**src/rtl/result_accumulator_if.sv**
```systemverilog
// Bus bundle for result_accumulator: the upstream sample strobe, the
// downstream valid/ready total, and the overflow and occupancy status.
interface result_accumulator_if #(
    parameter int W          = 8,
    parameter int N          = 4,
    parameter int FIFO_DEPTH = 4
);
    localparam int SW = W + $clog2(N);
    localparam int LW = $clog2(FIFO_DEPTH + 1);

    logic          in_valid;
    logic [W-1:0]  in_data;
    logic          out_ready;
    logic          clear_ovf;
    logic          out_valid;
    logic [SW-1:0] out_sum;
    logic          overflow;
    logic [LW-1:0] fifo_level;

    // The producer/consumer side drives samples and ready, and observes results.
    modport master (
        output in_valid, in_data, out_ready, clear_ovf,
        input  out_valid, out_sum, overflow, fifo_level
    );

    // The accumulator side consumes samples and ready, and drives results.
    modport slave (
        input  in_valid, in_data, out_ready, clear_ovf,
        output out_valid, out_sum, overflow, fifo_level
    );
endinterface

```
**src/rtl/result_accumulator.sv**
```systemverilog
// Buffers the adder's result stream in a small FIFO and sums each group of
// N consecutive samples into a wider total, presented on valid/ready.
// Upstream cannot be stalled, so samples arriving at a full FIFO are
// dropped and a sticky overflow flag is raised.
module result_accumulator #(
    parameter int W          = 8,
    parameter int N          = 4,
    parameter int FIFO_DEPTH = 4
) (
    input  logic                 clk,
    input  logic                 rst,
    result_accumulator_if.slave  bus
);
    localparam int SW = W + $clog2(N);
    localparam int LW = $clog2(FIFO_DEPTH + 1);
    localparam int AW = $clog2(FIFO_DEPTH);
    localparam int CW = $clog2(N);

    typedef enum logic {ACC, HOLD} state_t;

    logic [W-1:0]  mem_q [FIFO_DEPTH];
    logic [AW-1:0] wptr_q, rptr_q;
    logic [LW-1:0] level_q, level_d;
    logic [SW-1:0] acc_q, acc_d;
    logic [CW-1:0] cnt_q, cnt_d;
    logic [SW-1:0] out_sum_q, out_sum_d;
    logic          out_valid_q, out_valid_d;
    logic          overflow_q, overflow_d;
    state_t        state_q, state_d;

    logic          full, empty, push, drop, pop, last;
    logic [W-1:0]  head;
    logic [SW-1:0] sum;

    // Full/drop decisions use the registered level, so a same-cycle pop
    // never makes room for an incoming sample.
    assign full  = (level_q == LW'(FIFO_DEPTH));
    assign empty = (level_q == '0);
    assign push  = bus.in_valid && !full;
    assign drop  = bus.in_valid && full;
    assign pop   = (state_q == ACC) && !empty;
    assign last  = (cnt_q == CW'(N - 1));
    assign head  = mem_q[rptr_q];
    assign sum   = acc_q + SW'(head);

    // Group accumulation FSM: pop and add in ACC, present the total in HOLD.
    always_comb begin
        state_d     = state_q;
        acc_d       = acc_q;
        cnt_d       = cnt_q;
        out_sum_d   = out_sum_q;
        out_valid_d = out_valid_q;
        case (state_q)
            ACC: begin
                if (pop) begin
                    if (last) begin
                        out_sum_d   = sum;
                        out_valid_d = 1'b1;
                        acc_d       = '0;
                        cnt_d       = '0;
                        state_d     = HOLD;
                    end else begin
                        acc_d = sum;
                        cnt_d = cnt_q + 1'b1;
                    end
                end
            end
            HOLD: begin
                // No pop in the handshake cycle; popping resumes next cycle.
                if (bus.out_ready) begin
                    out_valid_d = 1'b0;
                    state_d     = ACC;
                end
            end
            default: state_d = ACC;
        endcase
    end

    // Occupancy and sticky overflow; a drop outranks a simultaneous clear.
    always_comb begin
        level_d = level_q;
        case ({push, pop})
            2'b10:   level_d = level_q + 1'b1;
            2'b01:   level_d = level_q - 1'b1;
            default: level_d = level_q;
        endcase
        overflow_d = overflow_q;
        if (drop)               overflow_d = 1'b1;
        else if (bus.clear_ovf) overflow_d = 1'b0;
    end

    // Control and datapath state; reset discards partial groups and buffered samples.
    always_ff @(posedge clk or posedge rst) begin
        if (rst) begin
            state_q     <= ACC;
            acc_q       <= '0;
            cnt_q       <= '0;
            out_sum_q   <= '0;
            out_valid_q <= 1'b0;
            overflow_q  <= 1'b0;
            level_q     <= '0;
            wptr_q      <= '0;
            rptr_q      <= '0;
        end else begin
            state_q     <= state_d;
            acc_q       <= acc_d;
            cnt_q       <= cnt_d;
            out_sum_q   <= out_sum_d;
            out_valid_q <= out_valid_d;
            overflow_q  <= overflow_d;
            level_q     <= level_d;
            if (push) wptr_q <= wptr_q + 1'b1;
            if (pop)  rptr_q <= rptr_q + 1'b1;
        end
    end

    // FIFO storage; contents need no reset since the level gates every read.
    always_ff @(posedge clk) begin
        if (push) mem_q[wptr_q] <= bus.in_data;
    end

    assign bus.out_valid  = out_valid_q;
    assign bus.out_sum    = out_sum_q;
    assign bus.overflow   = overflow_q;
    assign bus.fifo_level = level_q;
endmodule

```
**src/flat_wrapper.sv**
```systemverilog
// flat-port wrapper written by rule: the top's interface ports become plain ports
module result_accumulator_flat 
#(
    parameter int W          = 8,
    parameter int N          = 4,
    parameter int FIFO_DEPTH = 4
)
  (clk, rst, bus_in_valid, bus_in_data, bus_out_ready, bus_clear_ovf, bus_out_valid, bus_out_sum, bus_overflow, bus_fifo_level);
  result_accumulator_if #(.W(W), .N(N), .FIFO_DEPTH(FIFO_DEPTH)) bus_i ();
  input  logic clk;
  input  logic rst;
  input wire logic [$bits(bus_i.in_valid)-1:0] bus_in_valid;
  input wire logic [$bits(bus_i.in_data)-1:0] bus_in_data;
  input wire logic [$bits(bus_i.out_ready)-1:0] bus_out_ready;
  input wire logic [$bits(bus_i.clear_ovf)-1:0] bus_clear_ovf;
  output wire logic [$bits(bus_i.out_valid)-1:0] bus_out_valid;
  output wire logic [$bits(bus_i.out_sum)-1:0] bus_out_sum;
  output wire logic [$bits(bus_i.overflow)-1:0] bus_overflow;
  output wire logic [$bits(bus_i.fifo_level)-1:0] bus_fifo_level;
  assign bus_i.in_valid = bus_in_valid;
  assign bus_i.in_data = bus_in_data;
  assign bus_i.out_ready = bus_out_ready;
  assign bus_i.clear_ovf = bus_clear_ovf;
  assign bus_out_valid = bus_i.out_valid;
  assign bus_out_sum = bus_i.out_sum;
  assign bus_overflow = bus_i.overflow;
  assign bus_fifo_level = bus_i.fifo_level;
  result_accumulator #(.W(W), .N(N), .FIFO_DEPTH(FIFO_DEPTH)) u_core (.clk(clk), .rst(rst), .bus(bus_i));
endmodule
```
**config.mk**
```make
export PLATFORM = sky130hd
export DESIGN_NAME = result_accumulator_flat
export DESIGN_NICKNAME = d
export VERILOG_FILES = /design/src/rtl/result_accumulator_if.sv /design/src/rtl/result_accumulator.sv /design/src/flat_wrapper.sv
export SDC_FILE = /design/constraint.sdc
export NUM_CORES = 1
export LEC_CHECK = 0
export CORE_ASPECT_RATIO = 0.8
export CORE_MARGIN = 3
export CORE_UTILIZATION = 65
export DETAILED_ROUTE_END_ITERATION = 8
export DONT_BUFFER_PORTS = 1
export PLACE_DENSITY = 0.86
export RECOVER_POWER = 100
export SLEW_MARGIN = 20
export SYNTH_ARGS = -nofsm -noshare
export SYNTH_HDL_FRONTEND = slang
export SYNTH_SLANG_ARGS = --single-unit
export TNS_END_PERCENT = 10
```
**constraint.sdc**
```tcl
create_clock -name clk -period 5.5 [get_ports clk]
set_input_delay 0.55 -clock clk [delete_from_list [all_inputs] [get_ports clk]]
set_output_delay 0.55 -clock clk [all_outputs]
set_load 0.02 [all_outputs]
```
Fig. 1: a small window of the routed layout
Scale bar: 5 µm. Window x 31 to 51, y 37 to 57 µm. Cells in gray, sequential cells in the stronger gray; small squares are vias.
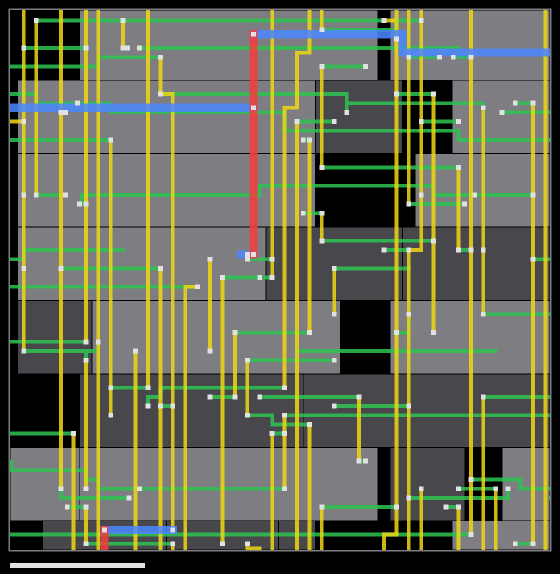
legend:
  red:
    layer: met4
  green:
    layer: met1
  blue:
    layer: met3
  yellow:
    layer: met2
sequential cells in the window: 8
cells with their middle in the window: 15
netlist names of flops here include: u_core.mem_q (5), u_core.rptr_q (2)
most frequent: edfxtp_1 (5), dfrtp_1 (3), mux4_2 (2)

Fig. 2: logic cells by family
Scale bar: 20 µm.
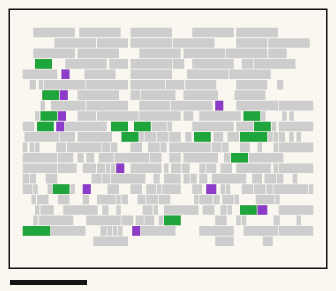
legend:
  green:
    family: adder and majority cells
    cells: 16
  purple:
    family: AND and OR gates
    cells: 10
fraction of area in multi-input gates: 35.55%
Finished Layout Cells: 295

==> results.py <==
# Flow results
metrics = {
    "route": {
        "met2RoutedLength_um": 2804,
        "via_count": 1894,
        "viasPerCell": 6.420,
        "maxUsedRoutingLayer": "met4",
        "drcViolationCount": 0,
        "detail_route.first_pass.iterations": 4,
    },
    "setup_path": {
        "worst_setup_path_endpoint": "u_core.acc_q[8]",
        "crit_buf_inv": 0,
        "r2r_slack_ns": 2.34,
        "setup.worst_path.class": "flip-flop to flip-flop",
        "critical-path-slowest-cell": "dfrtp_1",
        "cp_cell_sequence": "mux4_2 -> ha_1 -> fa_1 -> a21o_1 -> a311oi_1 -> o21a_1 -> o311ai_0",
        "critical_path.top_delay_family": "AND-OR/OR-AND gates",
        "crit_path_max_incr_delay_ns": 0.71,
        "cp.depth": 7,
        "path_max_fanout": 10,
    },
    "floorplanning": {
        "fp.dieArea_mm2": 0.005523,
        "core_area_mm2": 0.004335,
        "floorplan.initialDensity_pct": 69.90,
        "die_height_um": 67.07,
        "num_io_pins": 28,
    },
    "grt": {
        "global_route.overflow_total": 0,
        "wire_length_of_the_first_global_routing_pass_um": 9315,
        "maximum_number_of_pins_on_one_net_before_global_route_repair": 33,
        "number_of_antenna_violations_at_the_first_check_in_global_routing": 0,
    },
    "layout": {
        "registers.top_by_ff_count": "u_core.mem_q",
        "final-seq-area_mm2": 0.001762,
        "multiInputCombCellCount": 144,
        "largest_reg_flops": 32,
        "multiInputGateArea_mm2": 0.001152,
        "ff_count": 64,
        "clk_share_pct": 6.291,
        "signal_buffer_area_fraction_pct": 0.1158,
        "fraction_of_layout_cells_with_a_size_suffix_above_1_pct": 12.61,
        "layout.clock_buffers": 9,
        "layout_top_cells": "dfrtp_1 (32), edfxtp_1 (32), nand2_1 (28)",
        "syn2layout_area_growth_pct": 6.978,
        "inverters": 13,
        "design_area_final_mm2": 0.003242,
    },
    "synthesis": {
        "ys_seq_share_pct": 58.13,
        "fa_ha_area_share_pct": 7.102,
        "yosys.area_share.simple_pct": 9.538,
        "yosys-top-cells-count": "dfrtp_1 (32), edfxtp_1 (32), nand2_1 (27)",
        "synthTopLogicFamily": "AND-OR/OR-AND gates",
        "synth-xor-area-share_pct": 2.890,
        "synth.cell_area_mm2": 0.003030,
        "yosys-top-cells-area": "edfxtp_1 (32%), dfrtp_1 (26%), mux4_2 (5.9%)",
        "ff_type": "edfxtp_1",
        "yosys_area_mm2": 0.003030,
        "post_synth.cell_area_avg_um2": 13.23,
        "netlist-cell-type-count": 50,
        "syn-num-nets": 258,
    },
    "sta": {
        "maxSlewHeadroom_pct": -16.88,
        "final-max-slew-violation-count": 46,
        "fin_worst_skew_ns": 0.01387,
        "fin_setup_tns_ns": 0,
        "final_hold_violation_count": 0,
        "grt_setup_unrepaired": "no",
        "final_critical_path_setup_slack_ns": 2.336,
        "layout_worst_path_cycle_share_pct": 57.53,
    },
    "place": {
        "pre_cts_slack_ns": 2.342,
    },
    "clock_network": {
        "post_cts.resized_instances": 0,
        "post-cts-setup-buffer-count": 0,
        "path_clk_slew_ns": 0.08,
        "cts_htree_levels": 3,
    },
    "status": {
        "outcome": "finished, violations left",
        "violated_checks": "capacitance limit, slew limit",
    },
    "min_path": {
        "worstHoldPathType": "primary input to flip-flop",
        "hold_path.startpoint": "bus_in_data[4]",
    },
    "job": {
        "max_cap_violations": 2,
    },
}
Fig. 3: routing congestion
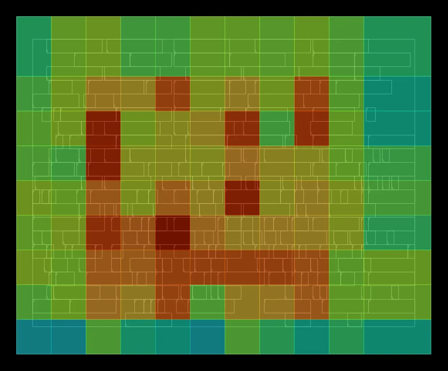
routed wire length per instance: 19.88 µm
global routing usage on met2: 35.60%
GRT Total Usage: 24.34%
met3 usage in global routing: 9.459%

Fig. 4: sequential cells colored by netlist name
Scale bar: 20 µm.
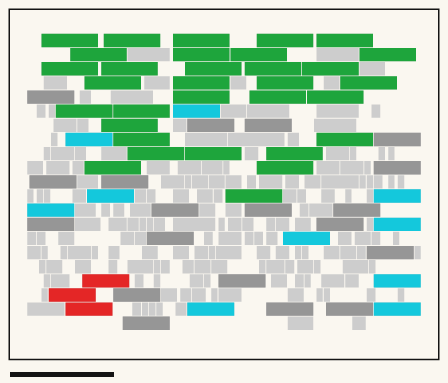
legend:
  cyan:
    netlist_name: u_core.bus.out_sum
    placed_flops: 10
  green:
    netlist_name: u_core.mem_q
    placed_flops: 32
  red:
    netlist_name: u_core.bus.fifo_level
    placed_flops: 3
post-layout utilization of the core: 74.78%
sequential share of cell area: 54.34%

